File: src/rtl/bcd_seg_mux.sv
// Time-multiplexed 7-segment driver for NUM_DIGITS packed BCD digits.
// Each full scan shows one coherent snapshot, with leading-zero blanking and decimal points.
module bcd_seg_mux #(
  parameter int NUM_DIGITS     = 4,
  parameter int REFRESH_DIV    = 50000,
  parameter int DIV_WIDTH      = 16,
  parameter bit SEG_ACTIVE_LOW = 1'b1,
  parameter bit AN_ACTIVE_LOW  = 1'b1
) (
  input  logic                    i_clk,
  input  logic                    i_rst,
  input  logic                    i_en,
  input  logic [4*NUM_DIGITS-1:0] i_bcd,
  input  logic [NUM_DIGITS-1:0]   i_dp,
  input  logic                    i_blank_lz,
  output logic [6:0]              o_seg,
  output logic                    o_dp,
  output logic [NUM_DIGITS-1:0]   o_an
);

  localparam int                    IDX_W    = $clog2(NUM_DIGITS);
  localparam logic [DIV_WIDTH-1:0]  DIV_LAST = DIV_WIDTH'(REFRESH_DIV - 1);
  localparam logic [IDX_W-1:0]      IDX_LAST = IDX_W'(NUM_DIGITS - 1);
  localparam logic [6:0]            SEG_OFF  = {7{SEG_ACTIVE_LOW}};
  localparam logic [NUM_DIGITS-1:0] AN_OFF   = {NUM_DIGITS{AN_ACTIVE_LOW}};

  logic [DIV_WIDTH-1:0]    r_div;
  logic [IDX_W-1:0]        r_idx;
  logic [4*NUM_DIGITS-1:0] r_snapBcd;
  logic [NUM_DIGITS-1:0]   r_snapDp;
  logic                    r_snapBlank;
  logic [6:0]              r_seg;
  logic                    r_dp;
  logic [NUM_DIGITS-1:0]   r_an;

  logic                  w_divWrap;
  logic                  w_scanEnd;
  logic [NUM_DIGITS-1:0] w_blankMask;
  logic [3:0]            w_digit;
  logic                  w_digitDp;
  logic                  w_digitBlank;
  logic [6:0]            w_segRaw;
  logic [6:0]            w_segLit;
  logic [NUM_DIGITS-1:0] w_onehot;

  function automatic logic [6:0] bcdToSeg(input logic [3:0] digit);
    case (digit)
      4'd0:    bcdToSeg = 7'h3F;
      4'd1:    bcdToSeg = 7'h06;
      4'd2:    bcdToSeg = 7'h5B;
      4'd3:    bcdToSeg = 7'h4F;
      4'd4:    bcdToSeg = 7'h66;
      4'd5:    bcdToSeg = 7'h6D;
      4'd6:    bcdToSeg = 7'h7D;
      4'd7:    bcdToSeg = 7'h07;
      4'd8:    bcdToSeg = 7'h7F;
      4'd9:    bcdToSeg = 7'h6F;
      default: bcdToSeg = 7'h40;
    endcase
  endfunction

  assign w_divWrap = (r_div == DIV_LAST);
  assign w_scanEnd = i_en & w_divWrap & (r_idx == IDX_LAST);

  always_ff @(posedge i_clk or posedge i_rst) begin
    if (i_rst) begin
      r_div <= '0;
      r_idx <= '0;
    end else if (i_en) begin
      if (w_divWrap) begin
        r_div <= '0;
        r_idx <= (r_idx == IDX_LAST) ? '0 : r_idx + IDX_W'(1);
      end else begin
        r_div <= r_div + DIV_WIDTH'(1);
      end
    end
  end

  // Snapshot only at the very last cycle of a scan so every scan is coherent.
  always_ff @(posedge i_clk or posedge i_rst) begin
    if (i_rst) begin
      r_snapBcd   <= '0;
      r_snapDp    <= '0;
      r_snapBlank <= 1'b0;
    end else if (w_scanEnd) begin
      r_snapBcd   <= i_bcd;
      r_snapDp    <= i_dp;
      r_snapBlank <= i_blank_lz;
    end
  end

  // Walk down from the top digit; any non-zero digit or dp stops blanking from there down.
  always_comb begin : blankLogic
    logic keep;
    keep        = 1'b0;
    w_blankMask = '0;
    for (int j = NUM_DIGITS - 1; j >= 1; j--) begin
      keep           = keep | (r_snapBcd[4*j +: 4] != 4'h0) | r_snapDp[j];
      w_blankMask[j] = r_snapBlank & ~keep;
    end
  end

  always_comb begin
    w_digit      = 4'h0;
    w_digitDp    = 1'b0;
    w_digitBlank = 1'b0;
    for (int j = 0; j < NUM_DIGITS; j++) begin
      if (r_idx == IDX_W'(j)) begin
        w_digit      = r_snapBcd[4*j +: 4];
        w_digitDp    = r_snapDp[j];
        w_digitBlank = w_blankMask[j];
      end
    end
  end

  assign w_segRaw = bcdToSeg(w_digit);
  assign w_segLit = w_digitBlank ? 7'h00 : w_segRaw;
  assign w_onehot = NUM_DIGITS'(1) << r_idx;

  always_ff @(posedge i_clk or posedge i_rst) begin
    if (i_rst) begin
      r_an  <= AN_OFF;
      r_seg <= SEG_OFF;
      r_dp  <= SEG_ACTIVE_LOW;
    end else if (i_en) begin
      r_an  <= w_onehot ^ AN_OFF;
      r_seg <= w_segLit ^ SEG_OFF;
      r_dp  <= w_digitDp ^ SEG_ACTIVE_LOW;
    end else begin
      r_an  <= AN_OFF;
      r_seg <= SEG_OFF;
      r_dp  <= SEG_ACTIVE_LOW;
    end
  end

  assign o_an  = r_an;
  assign o_seg = r_seg;
  assign o_dp  = r_dp;

endmodule

File: config.mk
export PLATFORM = sky130hd
export DESIGN_NAME = bcd_seg_mux
export DESIGN_NICKNAME = d
export VERILOG_FILES = /design/src/rtl/bcd_seg_mux.sv
export SDC_FILE = /design/constraint.sdc
export NUM_CORES = 1
export LEC_CHECK = 0
export ABC_AREA = 0
export CAP_MARGIN = 20
export CORE_AREA = 2 2 84 86
export CTS_BUF_LIST = sky130_fd_sc_hd__clkbuf_4
export DETAILED_ROUTE_END_ITERATION = 6
export DIE_AREA = 0 0 86 88
export GPL_ROUTABILITY_DRIVEN = 1
export PLACE_DENSITY = 0.68
export SLEW_MARGIN = 20
export SYNTH_ARGS = -nofsm -noshare
export SYNTH_HDL_FRONTEND = slang
export SYNTH_SLANG_ARGS = --single-unit
File: constraint.sdc
create_clock -name i_clk -period 2.5 [get_ports i_clk]
set_clock_uncertainty 0.05 [all_clocks]
set_input_delay 0.5 -clock i_clk [delete_from_list [all_inputs] [get_ports i_clk]]
set_output_delay 0.5 -clock i_clk [all_outputs]
set_load 0.03 [all_outputs]
pinout.png
Bar = 20 µm. Pins as bars across the die edge, other pins in grey.
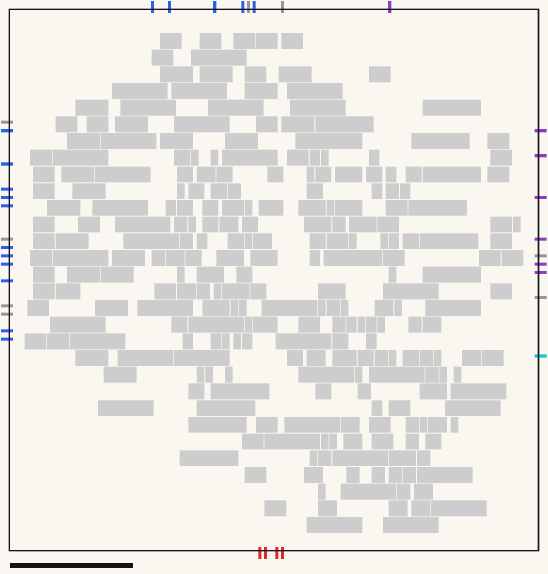
Cyan stands for i_en, pins 1, direction input, edge right. Blue stands for i_bcd, pins 16, direction input, edge 11 left, 5 top. Red stands for o_an, pins 4, direction output, edge bottom. Purple stands for o_seg, pins 7, direction output, edge 6 right, 1 top.
All pins by edge: 15 left, 9 right, 8 top, 4 bottom.
overall die width: 86 µm
Vert. Die Dim: 88 µm
number of port buffers: 35

m2.png
Bar = 20 µm. Cells faint in the background.
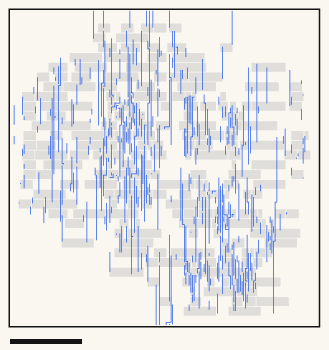
The layer carries 2190 µm of wire. The wires run mostly vertical. 242 nets have wire on it. The longest straight run is 28.9 µm. The layer holds 45% of the routed length.
DRT Wirelength: 4820 µm
global-route met2 utilization: 22.1%

[report_power, final]
group | switching [mW] | internal, mW | leakage [nW]
combinational | 0.0747 | 0.0890 | 0.747
sequential | 0.0535 | 0.876 | 0.650
clock | 0.253 | 0.206 | 0.0426
[Yosys cell counts, types with 5 or more instances]
master | number | area [µm²]
sky130_fd_sc_hd__and3_1 | 5 | 31.3
sky130_fd_sc_hd__nor3b_1 | 5 | 37.5
sky130_fd_sc_hd__nand2_1 | 16 | 60.1
sky130_fd_sc_hd__mux2_4 | 20 | 300
sky130_fd_sc_hd__ha_1 | 10 | 125
sky130_fd_sc_hd__mux2i_1 | 5 | 50.1
sky130_fd_sc_hd__xnor2_1 | 8 | 70.1
sky130_fd_sc_hd__buf_2 | 5 | 25.0
sky130_fd_sc_hd__nor2_1 | 11 | 41.3
sky130_fd_sc_hd__nand4_1 | 9 | 56.3
sky130_fd_sc_hd__o21ai_0 | 8 | 40.0
sky130_fd_sc_hd__inv_1 | 11 | 41.3
sky130_fd_sc_hd__dfstp_2 | 12 | 315
sky130_fd_sc_hd__dfrtp_1 | 39 | 976
[layer usage]
layer,wire length (µm),up-vias,global-route usage [%]
li1,-,851,-
met1,2400,858,19.7
met2,2190,32,22.1
met3,184,4,3.39
met4,44,0,3.90
met5,0,-,0
[sequential cells by signal, indices dropped and copies added (netlist names)]
register / count
r_div: 16
r_snapBcd: 16
o_seg: 7
o_an: 4
r_snapDp: 4
r_idx: 2
o_dp: 1
r_snapBlank: 1
[worst max-delay path by stage]
stage                     slack (ps)                 end  depth (start not counted)                  from
after floorplan                  300  o_seg[0]$_DFF_PP1_                          7  r_idx[0]$_DFFE_PP0P_
after global placement           270  o_seg[0]$_DFF_PP1_                          7  r_idx[0]$_DFFE_PP0P_
after detailed placement         200  o_seg[0]$_DFF_PP1_                          7  r_idx[0]$_DFFE_PP0P_
after CTS                        180  o_seg[0]$_DFF_PP1_                          7  r_idx[0]$_DFFE_PP0P_
after global routing             0.5  o_seg[3]$_DFF_PP1_                          9  r_idx[0]$_DFFE_PP0P_
final                            170  o_seg[0]$_DFF_PP1_                          7  r_idx[0]$_DFFE_PP0P_
[metrics by stage]
stage | cell area [µm²] | total power, mW | worst slack, ps | cells | hold slack (ps)
floorplan | 2600 | 1.03 | 298 | 217 | 381
global placement | 3050 | 1.11 | 272 | 331 | 399
detailed placement | 3050 | 1.11 | 197 | 331 | 411
CTS | 3130 | 1.57 | 180 | 339 | 380
global route | 3130 | 1.62 | 0.530 | 339 | 399
finish | 3130 | 1.55 | 173 | 339 | 373
[cell type report]
class                      instances  area (µm²)  share of cell area (%)
clock inverter                     3        38.8                    1.24
timing repair buffer              43         410                    13.1
multi-input combinational        146        1210                    38.7
clock buffer                       5        37.5                    1.20
inverter                          11        41.3                    1.32
tap                               80         100                    3.20
sequential                        51        1290                    41.3
[logic make-up after synthesis]
group | after synthesis | share of synthesized area (%)
xor gates and xnor gates | 12 | 4.05
AOI/OAI and AO/OA | 30 | 8.48
adders and majority gates | 10 | 4.82
and+or+nand+nor | 68 | 15.3
DFF | 51 | 49.7
buffers and inverters | 20 | 3.71
muxes | 26 | 13.9
==> results.yml <==
# generated from flow reports
setup_path:
  worstPathBufferInverterCount: 1
  setup.worst_path.start_class: "flip-flop"
  required_ps: 2760
  arrival_ps: 2590
  path_delay_family: "AND-OR/OR-AND gates"
  worstSetupPathType: "flip-flop to flip-flop"
  worst-path-max-fanout: 12
  worst_path_most_repeated_cell: "sky130_fd_sc_hd__ha_1"
  critical_path.reg2reg.startpoint: "r_idx[0]$_DFFE_PP0P_"
  crit_path_end_kind: "flip-flop"
  crit_path_cell_trace: "inv_1, ha_1, a211oi_1, a221o_1, ha_1, or3_1, a21bo_2"
  rr_endpoint: "o_seg[0]$_DFF_PP1_"
  timing.critical_path.slowest_stage_cell: "sky130_fd_sc_hd__dfrtp_1"
detailed_routing:
  drt_pass1_iterations: 4
  via_count: 1745
  detail_route.iter0.violations: 62
  post-route-drc-count: 0
  vias_per_cell: 5.15
  routed_wire_length_per_instance_um: 14.2
  drt.antenna.violating_nets: 0
sta:
  hold_viol_final: 0
  maxSlewViolCount: 0
  fin_crit_ps: 2330
  final.period_utilization_pct: 93.1
  report.final.setup_viol: 0
  slew_headroom_pct: 72.6
  rsz0062_at_grt: "false"
  clock.fmax_ghz: 0.430
  fin_setup_tns_ps: 0
  tightestPinTransition_ps: 410
grt:
  grt_first_pass_wirelength_um: 8360
  global_route.overflow_total: 0
  largest_net_degree_at_the_start_of_global_routing: 22
  initial_antenna_violation_count: 0
  vias_in_the_first_global_route: 1722
synth:
  synth.yosys.chip_area_um2: 2600
  synthDistinctLibCells: 47
  enable_flop_cells: 0
  syn-cell-area_um2: 2600
  synthesis.instances: 217
  postSynth.asyncResetShare_pct: 100
  synth_flop_count: 51
  yosys_warnings: 0
  syn-num-nets: 251
  synth_area_per_cell_um2: 12.0
  synth-seq-area-share_pct: 49.7
  ys_cells: 217
  yosys_most_used_dff: "sky130_fd_sc_hd__dfrtp_1"
cts:
  clkSlewWorstSetupHoldPaths_ps: 150
  clock_latency_ps: 370
  cts-hold-fix-buffers: 0
  clock_tree.root_cell: "sky130_fd_sc_hd__clkbuf_4"
  cts.repair.resized: 0
  cts.sinks: 51
  postCtsSetupBuffers: 0
  ctsLongestPathBuffers: 2
  tritoncts.num_buffers: 5
  clock_tree_from_tritoncts: "done"
cells_and_area:
  most-common-layout-cells: "39 x sky130_fd_sc_hd__dfrtp_1, 35 x sky130_fd_sc_hd__clkdlybuf4s50_1, 20 x sky130_fd_sc_hd__mux2_4, 16 x sky130_fd_sc_hd__nand2_1, 12 x sky130_fd_sc_hd__dfstp_2"
  flow.area_growth_from_synthesis_pct: 20.5
  post-route-util_pct: 47.1
  finalNetCount: 292
  drive_gt1_share_pct: 22.4
  final_layout_top_logic_cell: "sky130_fd_sc_hd__dfrtp_1"
  antenna_cells: 0
  final.fill_count: 592
placement:
  place.gp.congestion: 0.859
  hpwl_um: 3590
outcome:
  result_of_the_run: "complete, no violations"
power_and_ir_drop:
  max-vdd-ir-drop_uv: 204
  power-per-cell-area_nw_per_um2: 496
  p_leak_nw: 1.44
die:
  floorplanUtilization_pct: 39.1
  core-area_um2: 6640
  placement_rows: 30
  floorplan.die_area_um2: 7570
  boundaryPins: 36
run:
  drv.max_cap_violation_count: 0
  openroad_warnings: 33
worst_hold_path:
  min_path_type: "input port to async pin"
Power is estimated from default activity; no workload was simulated.
